### config.mk
export PLATFORM = sky130hd
export DESIGN_NAME = regfile_write_arbiter
export DESIGN_NICKNAME = d
export VERILOG_FILES = /design/src/rtl/regfile_pkg.sv /design/src/rtl/regfile_init_sweeper.sv /design/src/rtl/regfile_write_arbiter.sv
export SDC_FILE = /design/constraint.sdc
export NUM_CORES = 1
export LEC_CHECK = 0
export ABC_AREA = 0
export CAP_MARGIN = 0
export CORE_MARGIN = 10
export CORE_UTILIZATION = 39
export DETAILED_ROUTE_END_ITERATION = 8
export GPL_TIMING_DRIVEN = 0
export PLACE_DENSITY_LB_ADDON = 0.05
export SETUP_SLACK_MARGIN = 0.5
export SYNTH_ARGS = -nofsm -noshare
export SYNTH_HDL_FRONTEND = slang
export SYNTH_SLANG_ARGS = --single-unit
### constraint.sdc
create_clock -name clock -period 1.7 [get_ports clock]
set_input_delay 0.425 -clock clock [delete_from_list [all_inputs] [get_ports clock]]
set_output_delay 0.425 -clock clock [all_outputs]
set_load 0.005 [all_outputs]
### src/rtl/regfile_pkg.sv
// Shared definitions for the register file write path.
//   - default data/address widths and register count
//   - arbiter state encoding
//   - init_value(): per-register reset contents, shared by the init sweep
//     and the register file reset path
package regfile_pkg;

   localparam int DATA_WIDTH_DEF = 32;
   localparam int ADDR_WIDTH_DEF = 5;
   localparam int NUM_REGS_DEF   = 32;
   localparam int INIT_R1_DEF    = -30;
   localparam int INIT_R2_DEF    = 56;

   typedef enum logic {
      ST_INIT = 1'b0,
      ST_RUN  = 1'b1
   } arb_state_t;

   // Register k holds k after init, except r1/r2 which carry signed
   // overrides. Returned 64 bits wide, sign-extended; callers size-cast.
   function automatic logic [63:0] init_value(input logic [31:0] idx,
                                              input int r1, input int r2);
      logic [63:0] v;
      v = {32'd0, idx};
      if (idx == 32'd1) v = {{32{r1[31]}}, r1};
      if (idx == 32'd2) v = {{32{r2[31]}}, r2};
      return v;
   endfunction

endpackage

### src/rtl/regfile_init_sweeper.sv
// Init sweep generator: walks register indices 0..NUM_REGS-1 and supplies
// the init data for each.
//   clock, reset   : clock, async active-low reset (counter -> 0)
//   restart        : force the counter back to 0
//   advance        : step to the next index (wraps to 0 after the last)
//   sweep_address  : current index
//   sweep_data     : init value for the current index
//   sweep_last     : current index is the final register
module regfile_init_sweeper
   import regfile_pkg::*;
#(
   parameter int DATA_WIDTH = DATA_WIDTH_DEF,
   parameter int ADDR_WIDTH = ADDR_WIDTH_DEF,
   parameter int NUM_REGS   = NUM_REGS_DEF,
   parameter int INIT_R1    = INIT_R1_DEF,
   parameter int INIT_R2    = INIT_R2_DEF
) (
   input  logic                  clock,
   input  logic                  reset,
   input  logic                  restart,
   input  logic                  advance,
   output logic [ADDR_WIDTH-1:0] sweep_address,
   output logic [DATA_WIDTH-1:0] sweep_data,
   output logic                  sweep_last
);

   logic [ADDR_WIDTH-1:0] count;

   always_ff @(posedge clock or negedge reset) begin
      if (!reset)       count <= '0;
      else if (restart) count <= '0;
      else if (advance) count <= sweep_last ? '0 : count + 1'b1;
   end

   assign sweep_last    = (count == ADDR_WIDTH'(NUM_REGS - 1));
   assign sweep_address = count;
   assign sweep_data    = DATA_WIDTH'(init_value(32'(count), INIT_R1, INIT_R2));

endmodule

### src/rtl/regfile_write_arbiter.sv
// Owner of the register file write port. Sweeps all registers to their
// init values after reset or init_start, then shares the port between
// writeback (priority) and a host writer with req/ack and starvation relief.
//   clock, reset           : clock, async active-low reset
//   init_start             : pulse, re-run the init sweep (ignored in INIT)
//   wb_enable/address/data : one-cycle writeback write
//   wb_stall               : pipeline must keep wb_enable low this cycle
//   host_req/address/data  : level request, held until host_ack
//   host_ack               : one-cycle pulse, coincides with the host write
//   rf_write_*             : register file write port
//   init_busy              : sweep in progress
module regfile_write_arbiter
   import regfile_pkg::*;
#(
   parameter int DATA_WIDTH   = DATA_WIDTH_DEF,
   parameter int ADDR_WIDTH   = ADDR_WIDTH_DEF,
   parameter int NUM_REGS     = NUM_REGS_DEF,
   parameter int INIT_R1      = INIT_R1_DEF,
   parameter int INIT_R2      = INIT_R2_DEF,
   parameter int STARVE_LIMIT = 8
) (
   input  logic                  clock,
   input  logic                  reset,
   input  logic                  init_start,
   input  logic                  wb_enable,
   input  logic [ADDR_WIDTH-1:0] wb_address,
   input  logic [DATA_WIDTH-1:0] wb_data,
   output logic                  wb_stall,
   input  logic                  host_req,
   input  logic [ADDR_WIDTH-1:0] host_address,
   input  logic [DATA_WIDTH-1:0] host_data,
   output logic                  host_ack,
   output logic                  rf_write_enable,
   output logic [ADDR_WIDTH-1:0] rf_write_address,
   output logic [DATA_WIDTH-1:0] rf_write_data,
   output logic                  init_busy
);

   localparam int SW = $clog2(STARVE_LIMIT + 1);

   arb_state_t            state, state_nxt;
   logic [SW-1:0]         starve, starve_nxt;
   logic                  we_nxt, ack_nxt, stall_nxt, busy_nxt;
   logic [ADDR_WIDTH-1:0] addr_nxt;
   logic [DATA_WIDTH-1:0] data_nxt;
   logic                  sweep_restart, sweep_last, host_take, host_grant;
   logic [ADDR_WIDTH-1:0] sweep_address;
   logic [DATA_WIDTH-1:0] sweep_data;

   regfile_init_sweeper #(
      .DATA_WIDTH (DATA_WIDTH),
      .ADDR_WIDTH (ADDR_WIDTH),
      .NUM_REGS   (NUM_REGS),
      .INIT_R1    (INIT_R1),
      .INIT_R2    (INIT_R2)
   ) u_sweeper (
      .clock         (clock),
      .reset         (reset),
      .restart       (sweep_restart),
      .advance       (state == ST_INIT),
      .sweep_address (sweep_address),
      .sweep_data    (sweep_data),
      .sweep_last    (sweep_last)
   );

   // A request still high during its ack cycle is the one just served.
   assign host_take = host_req && !host_ack;

   always_comb begin
      state_nxt     = state;
      we_nxt        = 1'b0;
      addr_nxt      = rf_write_address;
      data_nxt      = rf_write_data;
      ack_nxt       = 1'b0;
      stall_nxt     = 1'b0;
      busy_nxt      = 1'b0;
      starve_nxt    = starve;
      sweep_restart = 1'b0;
      host_grant    = 1'b0;
      unique case (state)
         ST_INIT: begin
            // wb and host requests are not served while sweeping
            we_nxt   = 1'b1;
            addr_nxt = sweep_address;
            data_nxt = sweep_data;
            busy_nxt = 1'b1;
            if (sweep_last) state_nxt = ST_RUN;
         end
         ST_RUN: begin
            if (wb_enable) begin
               we_nxt   = (wb_address != '0);
               addr_nxt = wb_address;
               data_nxt = wb_data;
            end else if (host_take && !init_start) begin
               host_grant = 1'b1;
               we_nxt     = (host_address != '0);
               addr_nxt   = host_address;
               data_nxt   = host_data;
               ack_nxt    = 1'b1;
            end
            if (init_start) begin
               state_nxt     = ST_INIT;
               busy_nxt      = 1'b1;
               sweep_restart = 1'b1;
               starve_nxt    = '0;
            end else begin
               starve_nxt = (host_take && !host_grant) ? starve + 1'b1 : '0;
               // one-cycle stall hands the next edge to the waiting host
               stall_nxt  = (starve_nxt == SW'(STARVE_LIMIT - 1));
            end
         end
         default: state_nxt = ST_INIT;
      endcase
   end

   always_ff @(posedge clock or negedge reset) begin
      if (!reset) begin
         state            <= ST_INIT;
         starve           <= '0;
         init_busy        <= 1'b1;
         rf_write_enable  <= 1'b0;
         rf_write_address <= '0;
         rf_write_data    <= '0;
         host_ack         <= 1'b0;
         wb_stall         <= 1'b0;
      end else begin
         state            <= state_nxt;
         starve           <= starve_nxt;
         init_busy        <= busy_nxt;
         rf_write_enable  <= we_nxt;
         rf_write_address <= addr_nxt;
         rf_write_data    <= data_nxt;
         host_ack         <= ack_nxt;
         wb_stall         <= stall_nxt;
      end
   end

endmodule

==> results.tsv, run 1 <==
stage	metric	value	unit
detailed_routing	first_pass_iters	4	
placement	dp_hpwl	7074	um
timing	hold_violations	0	
global_route	grt_antenna_before_repair	0	
synthesis	synth_cell_types	44	
timing	finClkSkew	0.009290	ns
synthesis	ys_chip_area	2894	sq um
synthesis	top_cell_area_share	43.23	%
synthesis	synth_area_per_cell	10.34	sq um
floorplanning	die_y	106.1	um
detailed_routing	drt.antenna.violating_nets	0	
detailed_routing	wl_met1	4016	um
cells_and_area	syn2layout_area_growth	71.68	%
worst_setup_path	reg2reg_from	host_ack	
cells_and_area	instances_no_fill	544	
synthesis	ys_seq_share	44.14	%
global_route	grt-ovfl-total	0	
pwr	power.net_switching	0.001951	W
detailed_routing	drc_errors	0	
cts	cts-root-buf	clkbuf_8	
floorplanning	io_pins	120	
worst_setup_path	worstPathRequired	1.88	ns
cts	clk_latency	0.30	ns
timing	period_needed	1.545	ns
worst_setup_path	cp-endpoint	rf_write_address[1]	
detailed_routing	drt_iter0_markers	60	
synthesis	top_cell	dfrtp_1	
detailed_routing	wl_met2	5015	um
pwr	pwr-share-comb	52.7	%
floorplanning	row_count	31	
cells_and_area	largest-register	rf_write_data	
outcome	status	completed	
cells_and_area	stdcell_area	4969	sq um
cts	numCtsBuffers	5	
synthesis	ys_ff	51	
worst_setup_path	end_kind	flip-flop	
detailed_routing	wl_per_cell	17.81	um
cts	post_cts_resize_count	202	
timing	drv_slew	0	
cts	cts.clk_slew.worst_paths	0.09	ns
cts	cts_tree	built	
synthesis	top_cells_by_count	dfrtp_1, mux2_2, nand2_1, a31oi_1, nor3_1	
synthesis	async_flop_share	100.0	%
floorplanning	die_w	106.1	um
floorplanning	coreArea	7253	sq um
timing	fmax	0.6472	GHz
worst_setup_path	startpoint	host_ack	
cts	clockBufferDepth	2	
pwr	p_leak	2.260	nW
timing	hold-worst-slack	0.1752	ns
placement	dp.cells	498	
global_route	grt_max_degree	31	
placement	portBuffers	118	
cells_and_area	fin_nets	528	
detailed_routing	wirelength	9691	um
timing	rsz0062_at_grt	yes	
synthesis	largest_area_cell	dfrtp_1	
worst_setup_path	critical_path_class	flip-flop to flip-flop	
cells_and_area	n_antenna_cell	0	
worst_setup_path	r2r_end	rf_write_address[1]	
timing	worst_slew_pin_slew	0.7369	ns
synthesis	netlist_area	2894	sq um
global_route	first_global_vias	2964	
synthesis	edf_count	0	
cells_and_area	largest_register_ffs	32	
pwr	sw_frac_of_total	34.37	%
pwr	vdd_ir_drop_max	0.6261	mV
timing	fin_tns_setup	0	ns
synthesis	ys.flop_type	dfrtp_1	
-- run 1: metal layers --
layer,vias to the layer above,global-route usage (%)
li1,1353,-
met3,2,5.435
met4,0,3.482
met2,74,28.53
met5,-,0
met1,1355,19.65
-- run 1: cell type report --
class / count / area [sq um]
flip-flops and latches: 51 / 1281
well taps: 99 / 123.9
inverters: 5 / 25.02
repair buffers: 157 / 1419
clock buffers: 7 / 86.33
clock inverters: 1 / 5.005
fillers: 578 / 2285
multi-input cells: 200 / 1773
plain buffers: 24 / 255.2
-- run 1: cell usage in the layout (no fill, tap or decap), types with 2 or more instances in the layout --
| cell | instances |
|---|---|
| or3b_4 | 3 |
| a31oi_1 | 19 |
| o41ai_2 | 2 |
| dlygate4sd2_1 | 4 |
| nor2_1 | 6 |
| nor2_4 | 3 |
| buf_6 | 17 |
| buf_8 | 5 |
| a31oi_4 | 6 |
| dfrtp_1 | 47 |
| dfrtp_2 | 3 |
| ha_4 | 4 |
| inv_2 | 2 |
| a22oi_2 | 2 |
| clkbuf_1 | 2 |
| o21ai_2 | 2 |
| a21oi_2 | 2 |
| buf_12 | 5 |
| a31oi_2 | 3 |
| clkdlybuf4s50_1 | 71 |
| nand2_1 | 31 |
| buf_4 | 25 |
| clkbuf_8 | 8 |
| a21oi_1 | 5 |
| nor3_1 | 28 |
| nand2b_1 | 3 |
| a22o_1 | 3 |
| nand3_1 | 2 |
| mux2i_1 | 10 |
| nor2b_1 | 2 |
| buf_16 | 3 |
| mux2_2 | 29 |
| mux2_4 | 8 |
| nand2b_4 | 2 |
| buf_2 | 42 |
| clkbuf_2 | 5 |
-- run 1: worst min path at each step --
stage                     startpoint                          to  cells after the start
floorplan                      reset                    host_ack                      0
global placement    rf_write_data[4]            rf_write_data[4]                      1
detailed placement  rf_write_data[2]            rf_write_data[2]                      1
CTS                            reset  u_sweeper.sweep_address[2]                      1
global route                   reset  u_sweeper.sweep_address[2]                      1
finish                         reset  u_sweeper.sweep_address[2]                      1
-- run 1: stage by stage --
step | total power, W | setup WS (ns) | util, %
after floorplan | 0.003185 | 0.2110 | -
final | 0.005675 | 0.1548 | 68.50
after detailed placement | 0.004481 | -0.4866 | 60.07
after global routing | 0.006068 | 0.1020 | 68.50
after CTS | 0.005140 | 0.1752 | 62.48
after global placement | 0.004438 | -1.389 | 59.76
-- run 1: cells by family (layout without fill, tap and decap cells) --
logic type,count (synthesis),count (layout),share of synthesized area (%)
compound gates,56,56,13.01
simple gates,90,90,15.82
xor+xnor,2,2,0.6054
flops,51,51,44.14
mux,47,47,17.86
fa+ha+maj,5,5,2.162
buf+inv,29,194,6.399
-- run 1: critical path: stages, from the launching register on --
cell	delay [ns]
dfrtp_1	0.41
or3b_4	0.41
nand2b_4	0.10
buf_6	0.11
buf_16	0.11
mux2_4	0.29
-- run 1: power groups by stage --
stage                     Clock, W  Sequential [W]  Combinational [W]
after floorplan                  0         0.00198            0.00121
after global placement           0         0.00196            0.00248
after detailed placement         0         0.00197            0.00251
after CTS                 0.000735         0.00194            0.00247
after global routing      0.000783         0.00201            0.00327
final                     0.000722         0.00196            0.00299
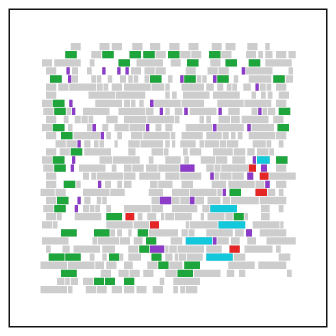
run_1/logic_types.png
purple -> nand cells  # cells 39, most used nand2_1
red -> non-inverting ao/oa cells  # cells 6, most used a22o_1
cyan -> fa/ha/maj cells  # cells 5, most used ha_4
green -> mux cells  # cells 47, most used mux2_2

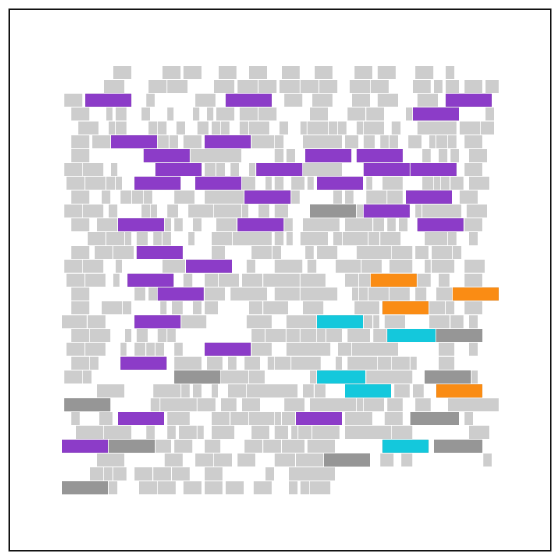
run_1/flops_by_reg.png
orange -> starve  # flops 4, where east
cyan -> u_sweeper.sweep_address  # flops 5
purple -> rf_write_data  # flops 32
not colored = 10

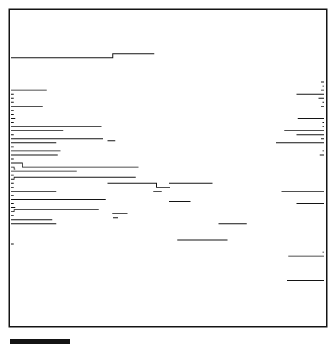
run_1/layer_met3.png
Bar = 20 um.
longest straight run = 40.7 um
wire length on this layer = 613 um
nets with wire on the layer = 63

run_1/congestion.png
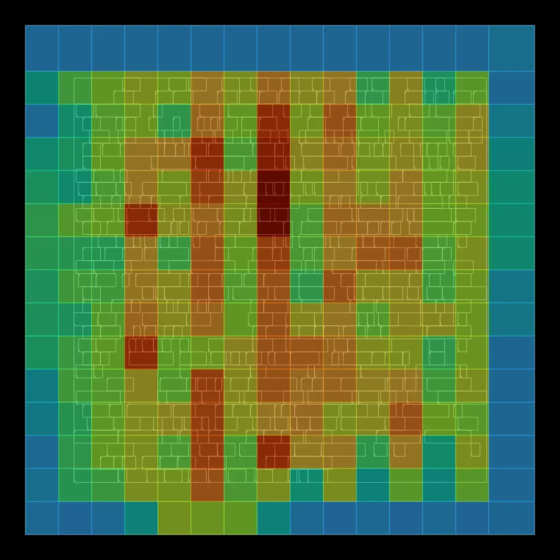

==> run 2: changes to the inputs <==
Settings changed: GPL_TIMING_DRIVEN 0 to unset, SLEW_MARGIN set to 20.
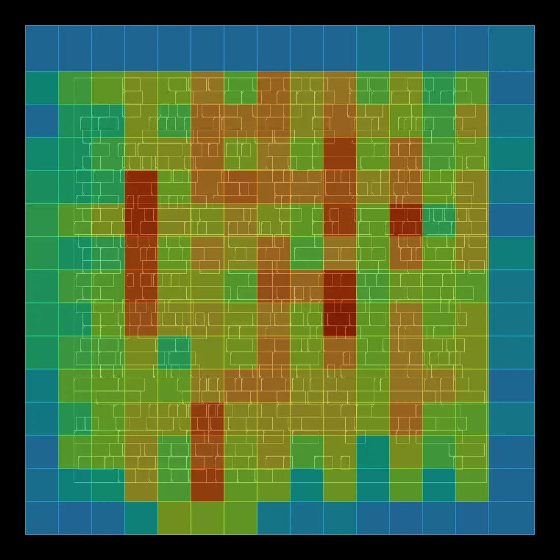
run_2/congestion.png
post-DR wirelength/cell: 17.43 um
GRT Overall Usage: 16.03%

==> results.tsv, run 2 <==
stage	metric	value	unit	change
detailed_routing	drt_iter0_markers	133		was 60
cells_and_area	instances_no_fill	533		was 544
cells_and_area	final_cell_mix	clkdlybuf4s50_1, dfrtp_1, buf_2		unchanged
cts	numCtsBuffers	5		unchanged
pwr	p_leak	2.129	nW	was 2.260 nW
floorplanning	io_pins	120		unchanged
timing	rsz0062_at_grt	yes		unchanged
worst_setup_path	path_delay_family	simple AND/OR/NAND/NOR gates		unchanged
cells_and_area	n_antenna_cell	0		unchanged
cells_and_area	comb_area	1685	sq um	was 1773 sq um
worst_setup_path	end_kind	flip-flop		unchanged
global_route	grt_max_degree	52		was 31
synthesis	top_cell	dfrtp_1		unchanged
pwr	vdd_ir_drop_max	0.5491	mV	was 0.6261 mV
timing	period_needed	1.560	ns	was 1.545 ns
timing	worst_slew_pin_slew	0.4479	ns	was 0.7369 ns
synthesis	top_cells_by_count	dfrtp_1, mux2_2, nand2_1, a31oi_1, nor3_1		unchanged
cts	cts_tree	built		unchanged
timing	worst_slack	0.1397	ns	was 0.1548 ns
cts	clk_latency	0.31	ns	was 0.30 ns
cts	clockBufferDepth	2		unchanged
synthesis	edf_count	0		unchanged
global_route	first_global_vias	2868		was 2964
worst_setup_path	worstPathRequired	1.89	ns	was 1.88 ns
synthesis	netlist_area	2894	sq um	unchanged
floorplanning	row_count	31		unchanged
worst_setup_path	crit_chain	buf_6, or3b_4, nand2b_4, mux2_4		was or3b_4, nand2b_4, buf_6, buf_16, mux2_4
cts	cts-root-buf	clkbuf_8		unchanged
timing	fmax	0.6409	GHz	was 0.6472 GHz
synthesis	synth_area_per_cell	10.34	sq um	unchanged
worst_setup_path	startpoint	host_ack		unchanged
outcome	status	completed		unchanged
cells_and_area	fin_nets	517		was 528
detailed_routing	drt.antenna.violating_nets	0		unchanged
cells_and_area	ff_latch_area	1282	sq um	was 1281 sq um
worst_setup_path	path_buffers	1		was 2
detailed_routing	first_pass_iters	4		unchanged
worst_setup_path	critPathSlowestCell	or3b_4		was dfrtp_1
timing	hold_violations	0		unchanged
synthesis	ys_chip_area	2894	sq um	unchanged
floorplanning	die_w	106.1	um	unchanged
global_route	grt_antenna_before_repair	1		was 0
worst_setup_path	cp_slowest_stage_delay	0.43	ns	was 0.41 ns
placement	dp_hpwl	6647	um	was 7074 um
cts	cts.clk_slew.worst_paths	0.10	ns	was 0.09 ns
timing	finClkSkew	0.01817	ns	was 0.009290 ns
global_route	grt-ovfl-total	0		unchanged
placement	pre_cts_slack	-0.3226	ns	was -0.4866 ns
worst_setup_path	critical_path_class	flip-flop to flip-flop		unchanged
cells_and_area	fillers	613		was 578
placement	dp.cells	491		was 498
synthesis	ys_ff	51		unchanged
detailed_routing	drc_errors	0		unchanged
cells_and_area	largest_register_ffs	32		unchanged
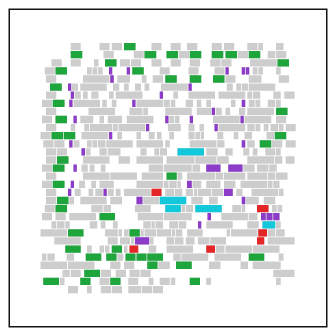
run_2/logic_types.png
green -> mux cells  # cells 47, most used mux2_2, where all over the die
cyan -> fa/ha/maj cells  # cells 5, most used ha_4
purple -> nand cells  # cells 40, most used nand2_1
red -> non-inverting ao/oa cells  # cells 6, most used a22o_1

==> run 2: cell type report <==
type | instances | area share [%]
Multi-Input combinational cell | 201 | 36.30
Timing Repair Buffer | 169 | 31.18
Sequential cell | 51 | 27.62
Tap cell | 99 | 2.668
Clock buffer | 6 | 1.563
Inverter | 5 | 0.4042
Clock inverter | 2 | 0.2695
==> run 2: worst paths after layout <==
path / endpoint / slack (ns) / cells past startpoint
worst max-delay path: rf_write_address[1] / 0.14 / 4
worst min-delay path: starve[1] / 0.08 / 2
worst max register to register: rf_write_address[1] / 0.14 / 4
worst min register to register: rf_write_address[3] / 0.51 / 1
max in group asynchronous: init_busy / 1.36 / 2
min in group clock: rf_write_address[3] / 0.51 / 1
==> run 2: timing repair <==
action,4_1_cts,5_1_grt
setup buffers,21,12
pin swaps,11,8
cloned,1,0
endpoints found under the setup margin,91,91
gates resized,188,23
==> run 2: kinds of logic (layout without fill, tap and decap cells) <==
family,Yosys count,count (layout),synth area share (%)
adders and majority gates,5,5,2.162
buffers and inverters,29,182,6.399
AOI/OAI and AO/OA,56,56,13.01
and+or+nand+nor,90,91,15.82
DFF,51,51,44.14
xor gates and xnor gates,2,2,0.6054
muxes,47,47,17.86
==> run 2: per-stage QoR <==
| step | power (W) | setup TNS [ns] | hold WS (ns) | util [%] |
|---|---|---|---|---|
| final | 0.005375 | 0 | 0.07811 | 64.02 |
| after floorplan | 0.003185 | 0 | 0.1294 | - |
| after detailed placement | 0.004472 | -10.89 | 0.4364 | 59.36 |
| after global routing | 0.005749 | 0 | 0.09532 | 64.02 |
| after global placement | 0.004416 | -10.49 | 0.4387 | 59.36 |
| after CTS | 0.005144 | 0 | 0.09121 | 61.60 |
==> run 2: power breakdown <==
part | switching [W] | leakage [nW] | internal [W]
Clock | 0.000401 | 0.0412 | 0.000289
Combinational | 0.00106 | 1.43 | 0.00158
Sequential | 0.000390 | 0.661 | 0.00166
Total | 0.00185 | 2.13 | 0.00353
==> run 2: metal layers <==
layer | track usage, % | vias to the layer above | routed length [um]
li1 | - | 1333 | -
met1 | 18.35 | 1288 | 3797
met5 | 0 | - | 12
met4 | 4.449 | 2 | 78
met3 | 5.797 | 8 | 689
met2 | 27.56 | 82 | 4709
run_2/layer_met3.png
Bar = 20 um.
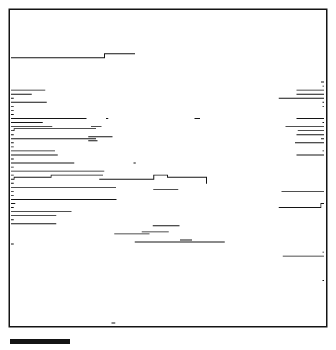

==> run 3: changes to the inputs <==
Settings changed: CORE_UTILIZATION 39 to 43.
Clock period 1.7 ns to 1.5 ns, I/O delays scaled along.
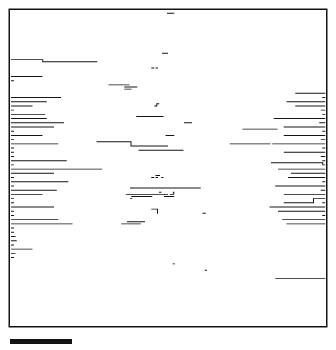
run_3/layer_met3.png
Bar = 20 um.
share of all routed wire = 7.1%
nets with wire on the layer = 96
longest straight run = 29.2 um

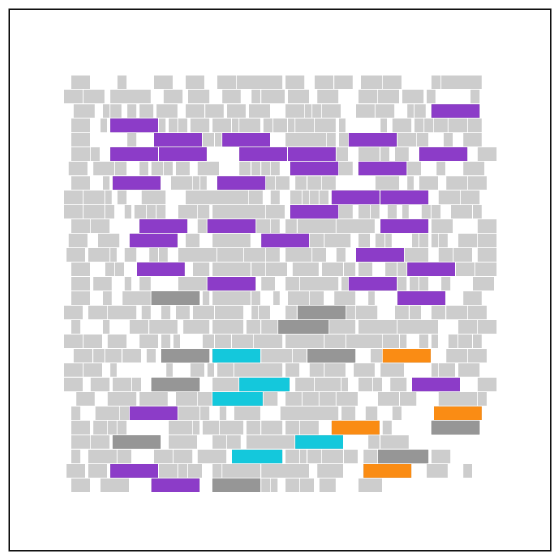
run_3/flops_by_reg.png
orange -> starve  # flops 4, where south-east
purple -> rf_write_data  # flops 32
cyan -> u_sweeper.sweep_address  # flops 5, where south
not colored = 10

==> results.tsv, run 3 <==
stage	metric	value	unit	change
synthesis	edf_count	0		unchanged
timing	rsz0062_at_grt	yes		unchanged
floorplanning	initial_core_util	44.81	%	was 39.90%
worst_setup_path	end_kind	flip-flop		unchanged
synthesis	async_flop_share	100.0	%	unchanged
worst_setup_path	path_delay_family	flip-flops		was simple AND/OR/NAND/NOR gates
cts	cts-root-buf	clkbuf_8		unchanged
synthesis	top_cell	dfrtp_1		unchanged
cells_and_area	fin_nets	536		was 517
cts	clockBufferDepth	2		unchanged
detailed_routing	drc_errors	0		unchanged
cts	cts.clk_slew.worst_paths	0.10	ns	about the same
cells_and_area	syn2layout_area_growth	72.16	%	was 60.44%
synthesis	synth_cell_types	44		unchanged
synthesis	ys.flop_type	dfrtp_1		unchanged
placement	dp_hpwl	6930	um	was 6647 um
synthesis	largest_area_cell	dfrtp_1		unchanged
timing	period_needed	1.634	ns	was 1.560 ns
synthesis	synth_area_per_cell	10.34	sq um	unchanged
synthesis	ys_chip_area	2894	sq um	unchanged
timing	worst_slack	-0.1335	ns	was 0.1397 ns
timing	hold-worst-slack	-0.01601	ns	was 0.07811 ns
global_route	grt_antenna_before_repair	0		was 1
cells_and_area	largest-register	rf_write_data		unchanged
worst_setup_path	path_buffers	2		was 1
outcome	violations	hold timing, setup timing		
cts	numCtsBuffers	5		unchanged
outcome	status	complete, but fails checks		was completed
cells_and_area	n_antenna_cell	0		unchanged
cells_and_area	final_common_cell	clkdlybuf4s50_1		unchanged
pwr	p_per_area	1361	nW/um^2	was 1158 nW/um^2
worst_setup_path	crit_chain	buf_4, ha_4, nor4b_4, nand2_2, buf_6, a31oi_1		was buf_6, or3b_4, nand2b_4, mux2_4
detailed_routing	drt_iter0_markers	136		was 133
detailed_routing	wirelength	10800	um	was 9288 um
cts	cts_tree	built		unchanged
global_route	grt-ovfl-total	0		unchanged
synthesis	ys_seq_share	44.14	%	unchanged
cells_and_area	fillers	444		was 613
timing	drv_slew	0		unchanged
floorplanning	coreArea	6459	sq um	was 7253 sq um
placement	dp.cells	483		was 491
timing	worst_slew_pin_slew	0.4622	ns	was 0.4479 ns
timing	finClkSkew	0.008062	ns	was 0.01817 ns
synthesis	top_cell_area_share	43.23	%	unchanged
pwr	vdd_ir_drop_max	0.9019	mV	was 0.5491 mV
detailed_routing	drt.antenna.violating_nets	0		unchanged
worst_setup_path	critical_path_class	flip-flop to flip-flop		unchanged
global_route	grtUsageTotal	19.30	%	was 16.03%
timing	hold_violations	9		was 0
synthesis	top_cells_by_count	dfrtp_1, mux2_2, nand2_1, a31oi_1, nor3_1		unchanged
cells_and_area	final_cell_mix	clkdlybuf4s50_1, dfrtp_1, buf_4		was clkdlybuf4s50_1, dfrtp_1, buf_2
detailed_routing	first_pass_iters	4		unchanged
global_route	grt_max_degree	32		was 52
placement	portBuffers	119		unchanged
cells_and_area	final_core_util	77.14	%	was 64.02%
timing	finalSetupViolCount	31		was 0
cts	clk_latency	0.30	ns	was 0.31 ns
floorplanning	die_w	102.0	um	was 106.1 um
worst_setup_path	worstPathRequired	1.72	ns	was 1.89 ns
worst_setup_path	reg2reg_from	u_sweeper.sweep_address[0]		was host_ack
cells_and_area	largest_register_ffs	32		unchanged
worst_setup_path	cp_slowest_stage_delay	0.44	ns	was 0.43 ns
floorplanning	row_count	29		was 31
synthesis	ys_ff	51		unchanged
cells_and_area	instances_no_fill	529		was 533
## run 3: what timing repair did
action,4_1_cts,5_1_grt
gates resized,199,22
setup endpoints to repair,92,91
hold buffers,0,1
hold endpoints to repair,0,3
pin swaps,13,3
setup buffers,20,14
cloned,4,0
## run 3: worst paths after layout
| check | endpoint | cells after the start | slack (ns) |
|---|---|---|---|
| worst min register to register | rf_write_address[0] | 1 | 0.52 |
| max in group asynchronous | u_sweeper.sweep_address[0] | 2 | 0.61 |
| worst min-delay path | host_ack | 1 | -0.02 |
| worst max-delay path | rf_write_data[30] | 6 | -0.13 |
| min in group clock | rf_write_address[0] | 1 | 0.52 |
| worst max register to register | rf_write_data[30] | 6 | -0.13 |
## run 3: per-stage QoR
step / hold WS [ns] / power [W]
4_1_cts: 0.0006640 / 0.006293
3_5_place_dp: 0.3287 / 0.005205
6_report: -0.01601 / 0.006779
5_1_grt: -0.01349 / 0.007172
2_1_floorplan: 0.07941 / 0.003617
3_3_place_gp: 0.3275 / 0.005135
## run 3: worst reg2reg max path: stages (launching register included)
cell	delay (ns)
dfrtp_1	0.44
buf_4	0.16
ha_4	0.17
nor4b_4	0.27
nand2_2	0.16
buf_6	0.18
a31oi_1	0.17
## run 3: cells by family after synthesis
logic type,after synthesis,share of synthesized area (%)
and+or+nand+nor,90,15.82
AOI/OAI and AO/OA,56,13.01
DFF,51,44.14
muxes,47,17.86
buffers and inverters,29,6.399
adders and majority gates,5,2.162
xor gates and xnor gates,2,0.6054
## run 3: area by class of cell
| type | instances | area [sq um] | area share [%] |
|---|---|---|---|
| multi-input cells | 201 | 1753 | 35.18 |
| repair buffers | 188 | 1723 | 34.58 |
| flip-flops and latches | 51 | 1282 | 25.74 |
| well taps | 77 | 96.34 | 1.934 |
| clock buffers | 6 | 72.57 | 1.457 |
| clock inverters | 1 | 30.03 | 0.6027 |
| inverters | 5 | 25.02 | 0.5023 |
## run 3: metal layers
layer	vias up	GRT usage (%)	wire, um
li1	1374	-	-
met1	1407	22.99	4366
met2	119	32.54	5392
met3	20	6.410	772
met4	0	5.423	266
met5	-	0	0
## run 3: report_power, final
part	leakage, nW	switching (W)	internal [W]	total, W
clock	0.0513	0.000449	0.000490	0.000939
combinational	1.59	0.00145	0.00209	0.00354
sequential	0.661	0.000418	0.00189	0.00230
Power and IR drop assume default switching activity.
